[src/rtl/spike_rate_decoder_if.sv]
// Bus for spike_rate_decoder: run control and spike lines in, held counts and report strobe out.
// The tie output exists only when SPK_DECODER_TIE_EN is defined.
interface spike_rate_decoder_if #(
    parameter int N_CH  = 4,
    parameter int CNT_W = 4,
    parameter int WIN_W = 8
);
    localparam int IDX_W = (N_CH > 1) ? $clog2(N_CH) : 1;

    logic                    enable;
    logic [WIN_W-1:0]        win_len;
    logic [N_CH-1:0]         spk_in;
    logic [N_CH*CNT_W-1:0]   count_out;
    logic [IDX_W-1:0]        winner;
    logic                    out_valid;
    logic                    busy;
`ifdef SPK_DECODER_TIE_EN
    logic                    tie;

    modport master (
        output enable, win_len, spk_in,
        input  count_out, winner, out_valid, busy, tie
    );
    modport slave (
        input  enable, win_len, spk_in,
        output count_out, winner, out_valid, busy, tie
    );
`else
    modport master (
        output enable, win_len, spk_in,
        input  count_out, winner, out_valid, busy
    );
    modport slave (
        input  enable, win_len, spk_in,
        output count_out, winner, out_valid, busy
    );
`endif
endinterface

[src/rtl/spike_rate_decoder.sv]
// Windowed per-channel spike counter with argmax readout and a one-cycle report strobe.
// Optional feature macro: SPK_DECODER_TIE_EN adds a registered tie flag.
module spike_rate_decoder #(
    parameter int N_CH  = 4,
    parameter int CNT_W = 4,
    parameter int WIN_W = 8
) (
    input logic                  clk,
    input logic                  reset,
    spike_rate_decoder_if.slave  bus
);
    localparam int IDX_W = (N_CH > 1) ? $clog2(N_CH) : 1;
    localparam int VEC_W = N_CH * CNT_W;

    typedef enum logic [1:0] {
        S_IDLE,
        S_COUNT,
        S_REPORT
    } state_t;

    state_t           state_q, state_d;
    logic [WIN_W-1:0] win_q, win_d;
    logic [VEC_W-1:0] live_q, live_d, live_inc;
    logic [VEC_W-1:0] held_q, held_d;
    logic             start_ok;

    // Lowest index wins a tie because only a strictly larger count replaces the leader.
    function automatic logic [IDX_W-1:0] argmax(input logic [VEC_W-1:0] v);
        logic [CNT_W-1:0] best;
        logic [IDX_W-1:0] idx;
        best = v[CNT_W-1:0];
        idx  = '0;
        for (int i = 1; i < N_CH; i++) begin
            if (v[i*CNT_W +: CNT_W] > best) begin
                best = v[i*CNT_W +: CNT_W];
                idx  = IDX_W'(i);
            end
        end
        return idx;
    endfunction

    assign start_ok = bus.enable && (bus.win_len != '0);

    // Saturating increment of every channel that spiked this cycle.
    always_comb begin
        live_inc = live_q;
        for (int i = 0; i < N_CH; i++) begin
            if (bus.spk_in[i] && (live_q[i*CNT_W +: CNT_W] != {CNT_W{1'b1}})) begin
                live_inc[i*CNT_W +: CNT_W] = live_q[i*CNT_W +: CNT_W] + CNT_W'(1);
            end
        end
    end

    // NOTE: every output of this block gets a default first, so no path can infer a latch.
    always_comb begin
        state_d = state_q;
        win_d   = win_q;
        live_d  = live_q;
        held_d  = held_q;
        unique case (state_q)
            S_IDLE: begin
                live_d = '0;
                if (start_ok) begin
                    win_d   = bus.win_len;
                    state_d = S_COUNT;
                end
            end
            S_COUNT: begin
                if (!bus.enable) begin
                    live_d  = '0;
                    state_d = S_IDLE;
                end else begin
                    live_d = live_inc;
                    win_d  = win_q - WIN_W'(1);
                    if (win_q == WIN_W'(1)) begin
                        held_d  = live_inc;
                        state_d = S_REPORT;
                    end
                end
            end
            S_REPORT: begin
                live_d = '0;
                if (start_ok) begin
                    win_d   = bus.win_len;
                    state_d = S_COUNT;
                end else begin
                    state_d = S_IDLE;
                end
            end
            default: state_d = S_IDLE;
        endcase
    end

    // NOTE: state uses non-blocking assignments so every register sees pre-edge values.
    always_ff @(posedge clk or posedge reset) begin
        if (reset) begin
            state_q <= S_IDLE;
            win_q   <= '0;
            live_q  <= '0;
            held_q  <= '0;
        end else begin
            state_q <= state_d;
            win_q   <= win_d;
            live_q  <= live_d;
            held_q  <= held_d;
        end
    end

    assign bus.count_out = held_q;
    assign bus.winner    = argmax(held_q);
    assign bus.out_valid = (state_q == S_REPORT);
    assign bus.busy      = (state_q != S_IDLE);

`ifdef SPK_DECODER_TIE_EN
    logic tie_q;

    // True when two or more channels share the maximum, including all-zero.
    function automatic logic shared_max(input logic [VEC_W-1:0] v);
        logic [CNT_W-1:0] best;
        int               n;
        best = '0;
        for (int i = 0; i < N_CH; i++) begin
            if (v[i*CNT_W +: CNT_W] > best) best = v[i*CNT_W +: CNT_W];
        end
        n = 0;
        for (int i = 0; i < N_CH; i++) begin
            if (v[i*CNT_W +: CNT_W] == best) n++;
        end
        return (n >= 2);
    endfunction

    always_ff @(posedge clk or posedge reset) begin
        if (reset) begin
            tie_q <= 1'b0;
        end else if (state_q == S_COUNT && state_d == S_REPORT) begin
            tie_q <= shared_max(live_inc);
        end
    end

    assign bus.tie = tie_q;
`endif

endmodule

[src/flat_wrapper.sv]
// flat-port wrapper written by rule: the top's interface ports become plain ports
module spike_rate_decoder_flat 
#(
    parameter int N_CH  = 4,
    parameter int CNT_W = 4,
    parameter int WIN_W = 8
)
  (clk, reset, bus_enable, bus_win_len, bus_spk_in, bus_count_out, bus_winner, bus_out_valid, bus_busy);
  spike_rate_decoder_if #(.N_CH(N_CH), .CNT_W(CNT_W), .WIN_W(WIN_W)) bus_i ();
  input logic clk;
  input logic reset;
  input wire logic [$bits(bus_i.enable)-1:0] bus_enable;
  input wire logic [$bits(bus_i.win_len)-1:0] bus_win_len;
  input wire logic [$bits(bus_i.spk_in)-1:0] bus_spk_in;
  output wire logic [$bits(bus_i.count_out)-1:0] bus_count_out;
  output wire logic [$bits(bus_i.winner)-1:0] bus_winner;
  output wire logic [$bits(bus_i.out_valid)-1:0] bus_out_valid;
  output wire logic [$bits(bus_i.busy)-1:0] bus_busy;
  assign bus_i.enable = bus_enable;
  assign bus_i.win_len = bus_win_len;
  assign bus_i.spk_in = bus_spk_in;
  assign bus_count_out = bus_i.count_out;
  assign bus_winner = bus_i.winner;
  assign bus_out_valid = bus_i.out_valid;
  assign bus_busy = bus_i.busy;
  spike_rate_decoder #(.N_CH(N_CH), .CNT_W(CNT_W), .WIN_W(WIN_W)) u_core (.clk(clk), .reset(reset), .bus(bus_i));
endmodule
[config.mk]
export PLATFORM = sky130hd
export DESIGN_NAME = spike_rate_decoder_flat
export DESIGN_NICKNAME = d
export VERILOG_FILES = /design/src/rtl/spike_rate_decoder_if.sv /design/src/rtl/spike_rate_decoder.sv /design/src/flat_wrapper.sv
export SDC_FILE = /design/constraint.sdc
export NUM_CORES = 1
export LEC_CHECK = 0
export CAP_MARGIN = 20
export CORE_MARGIN = 3
export CORE_UTILIZATION = 41
export DETAILED_ROUTE_END_ITERATION = 10
export PLACE_DENSITY = 0.66
export SYNTH_ARGS = -nofsm -noshare
export SYNTH_HDL_FRONTEND = slang
export SYNTH_SLANG_ARGS = --single-unit
[constraint.sdc]
create_clock -name clk -period 5.05 [get_ports clk]
set_input_delay 0.7575 -clock clk [delete_from_list [all_inputs] [get_ports clk]]
set_output_delay 0.7575 -clock clk [all_outputs]
set_load 0.01 [all_outputs]
Run 1, the metal 1 layer:
Scale bar: 20 microns.
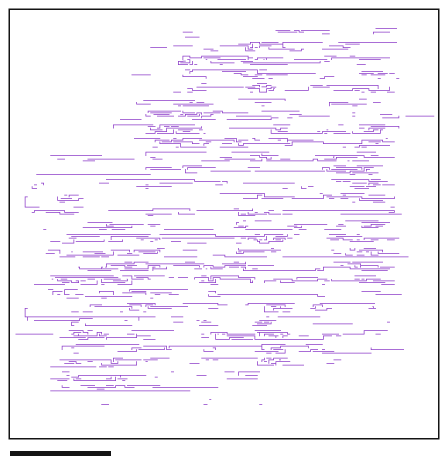
296 nets have wire on it. The layer carries 2,670 microns of wire. The wires run mostly horizontal.
DR vias: 2,091
met1 Track Usage GR: 0.209
WL final: 5.59 mm

Run 1, met2 routing:
Scale bar: 20 microns. Cells faint in the background.
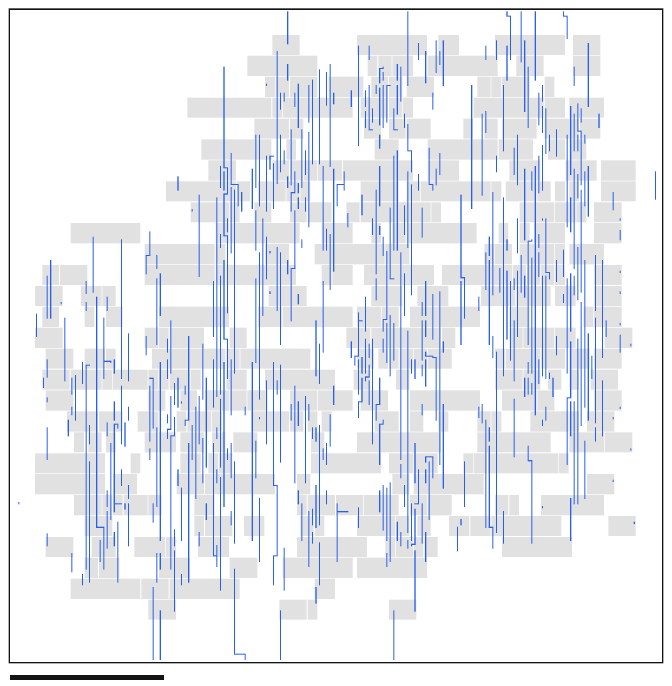
The layer holds 47% of the routed length. The longest straight run is 32.3 microns. 278 nets have wire on it. The wires run mostly vertical. The layer carries 2,600 microns of wire.

==> flow_summary.json, run 1 <==
{
  "use_met2": 0.266,
  "ys_sh_adder": 0.0885,
  "finalClockSkew_ns": 0.0108,
  "clk_pin_slew_worst_paths_ns": 0.09,
  "cts_resized": 4,
  "critPathMaxStageDelay_ns": 0.43,
  "gp_congestion": 0.848,
  "status": "finished, final reports clean",
  "ys_seq_share": 0.413,
  "cp.required_ns": 4.29,
  "drc": 0,
  "cp_slowest_cell": "dfrtp_1",
  "mux_share": 0.0752,
  "fin_nets": 337,
  "ios": 35,
  "yosys-stat-cells": 263,
  "drive_above_1_share": 0.121,
  "switching_share": 0.282,
  "insertion_delay_ns": 0.30,
  "synth_flop_count": 42,
  "synth-compound-area-share": 0.197,
  "clkPwrFrac": 0.341,
  "r2r_end": "u_core.bus.count_out[10]$_DFFE_PP0P_",
  "min-delay-start": "u_core.win_q[7]$_DFFE_PP0P_",
  "top_cell": "dfrtp_1",
  "endpoint": "bus_winner[1]",
  "relSlewSlack": 0.563
}
Run 1, metal 3:
Scale bar: 20 microns. Cells faint in the background.
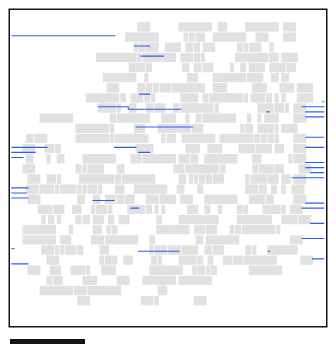
31 nets have wire on it. The wires run mostly horizontal. The layer carries 212 microns of wire.
M3 GR Usage: 0.0285

Run 1, cell density map:
8 x 8 tiles, from white (low) to dark blue (high), 0 to 100% covered.
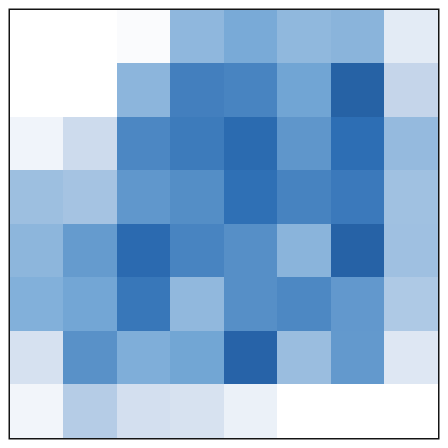
The mean over all tiles is 43%. The fullest tile reaches 80%. The densest ninth of the die: middle. 11% of the tiles are nearly empty. 7.8% of the tiles are over 75% full. The emptiest ninth of the die: top left.
Core Util, Final: 0.531
FP Core Util: 0.427
core footprint: 5960 sq um

==> run 1: routing by layer <==
metal  wire length [microns]  vias up  share of wire
met2                    2600       41           0.47
met1                    2670      998           0.48
li1                        -     1044              -
met4                     105        0          0.019
met3                     212        8          0.038
met5                       0        -              0
==> run 1: cell type report <==
class | count | area (sq um)
flip-flops and latches | 42 | 1050
inverters | 20 | 75.1
repair buffers | 41 | 398
well taps | 75 | 93.8
fillers | 548 | 2790
multi-input cells | 194 | 1410
clock buffers | 5 | 68.8
clock inverters | 3 | 68.8
==> run 1: logic make-up after synthesis <==
family | Yosys count
AOI/OAI and AO/OA | 74
xor gates and xnor gates | 8
adders and majority gates | 18
buffers and inverters | 27
DFF | 42
muxes | 18
and+or+nand+nor | 76
==> inputs of run 2 (changes only) <==
--- a/config.mk
+++ b/config.mk
@@ -7,9 +7,9 @@
 export LEC_CHECK = 0
 export CAP_MARGIN = 20
 export CORE_MARGIN = 3
-export CORE_UTILIZATION = 41
+export CORE_UTILIZATION = 55
 export DETAILED_ROUTE_END_ITERATION = 10
-export PLACE_DENSITY = 0.66
+export PLACE_DENSITY = 0.83
 export SYNTH_ARGS = -nofsm -noshare
 export SYNTH_HDL_FRONTEND = slang
 export SYNTH_SLANG_ARGS = --single-unit
==> constraint.sdc (replaced) <==
create_clock -name clk -period 5.05 [get_ports clk]
set_input_delay 1.01 -clock clk [delete_from_list [all_inputs] [get_ports clk]]
set_output_delay 1.01 -clock clk [all_outputs]
set_load 0.01 [all_outputs]
Run 2, met2 routing:
Scale bar: 20 microns. Cells faint in the background.
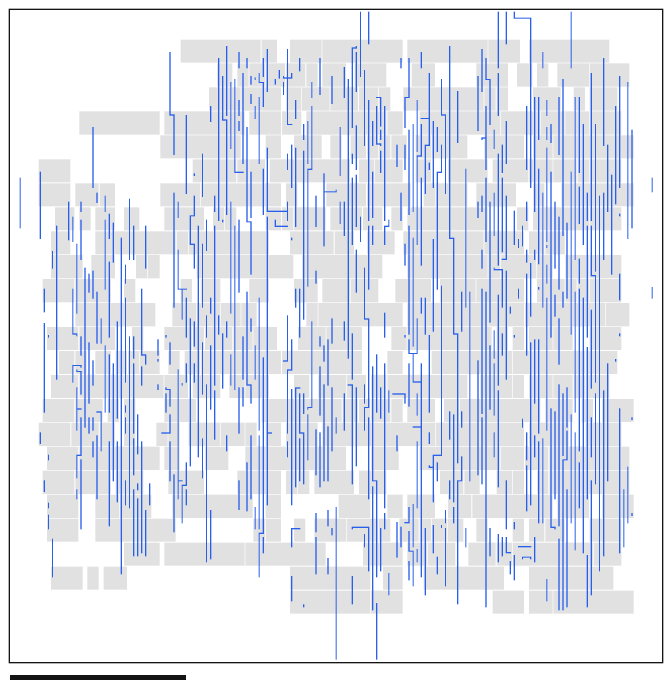
304 nets have wire on it. The layer holds 52% of the routed length. The layer carries 3,140 microns of wire.

Run 2, metal 3:
Scale bar: 20 microns. Cells faint in the background.
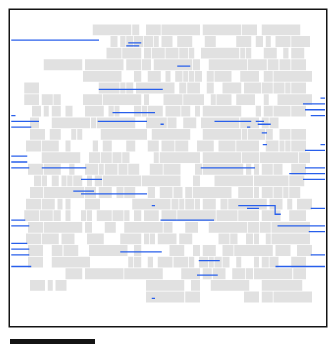
The wires run mostly horizontal. The layer carries 283 microns of wire.
WL final: 6.00 mm
M3 GR Usage: 0.0432
DR vias: 2,171

==> run 2 against run 1 <==
Against the previous run:
- combinational power is 13% higher
- sequential cell count stayed put
- core utilization is 20 points higher
- total power is 3.5% lower
- synthesized area stayed put
- register-to-register slack better by 0.24 ns
- sequential share of layout area is 0.76 points lower
- synthesized cell count stayed put
- cell area is 2.6% higher
- global-route usage is 5.4 points higher
- critical path type unchanged
- largest cell class unchanged
==> flow_summary.json, run 2 <==
{
  "r2r_end": "u_core.bus.count_out[15]$_DFFE_PP0P_",
  "core_region_area_sq_um": 4410,
  "insertion_delay_ns": 0.29,
  "clkPwrFrac": 0.283,
  "nClkBuffers": 7,
  "relSlewSlack": 0.537,
  "top_cell": "dfrtp_1",
  "num-multi-input-gates": 194,
  "final-clk-cell-share": 0.0328,
  "floorplan.core_util": 0.577,
  "critPathMaxStageDelay_ns": 0.40,
  "largestClassByArea": "logic gates",
  "nNonClkBuffers": 47,
  "gp_congestion": 0.932,
  "cp_slowest_cell": "dfrtp_1",
  "drive_above_1_share": 0.180,
  "switching_share": 0.294,
  "final.fill_count": 320,
  "finalClockSkew_ns": 0.00889,
  "status": "finished, final reports clean",
  "drc": 0,
  "seq_share": 0.325
}
Run 2, congestion heat map:
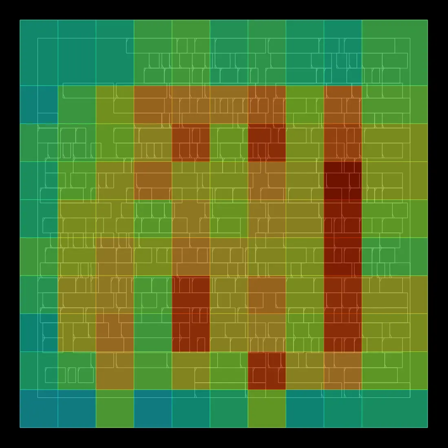
Core Util, Final: 0.735
All-Layer GR Usage: 0.214
GRT met2 Usage: 0.360
met1 Track Usage GR: 0.266
Avg WL per Cell: 16.5 microns

run 2: cell counts after synthesis:
No cell type changed its count.
run 2: cells by family (layout without fill, tap and decap cells):
kind of cell	Yosys count	in the layout	share of synthesized area
xor+xnor	8	8	0.0275
compound gates	74	74	0.197
mux	18	18	0.0752
fa+ha+maj	18	18	0.0885
simple gates	76	76	0.158
flops	42	42	0.413
buf+inv	27	75	0.0408
run 2: repair_timing:
action | in CTS | in global routing
endpoints found under the setup margin | 2 | 2
buffers inserted | 3 | 6
hold buffers | 0 | 0
resized | 4 | 24
pin swaps | 1 | 8
run 2: metal layers:
layer  vias up  share of wire  GRT usage
met5         -              0          0
met3        11          0.047     0.0432
li1       1061              -          -
met2        70           0.52      0.360
met1      1029           0.41      0.266
met4         0          0.016     0.0966
No activity file was given, so power comes from the tool's default toggle rates.
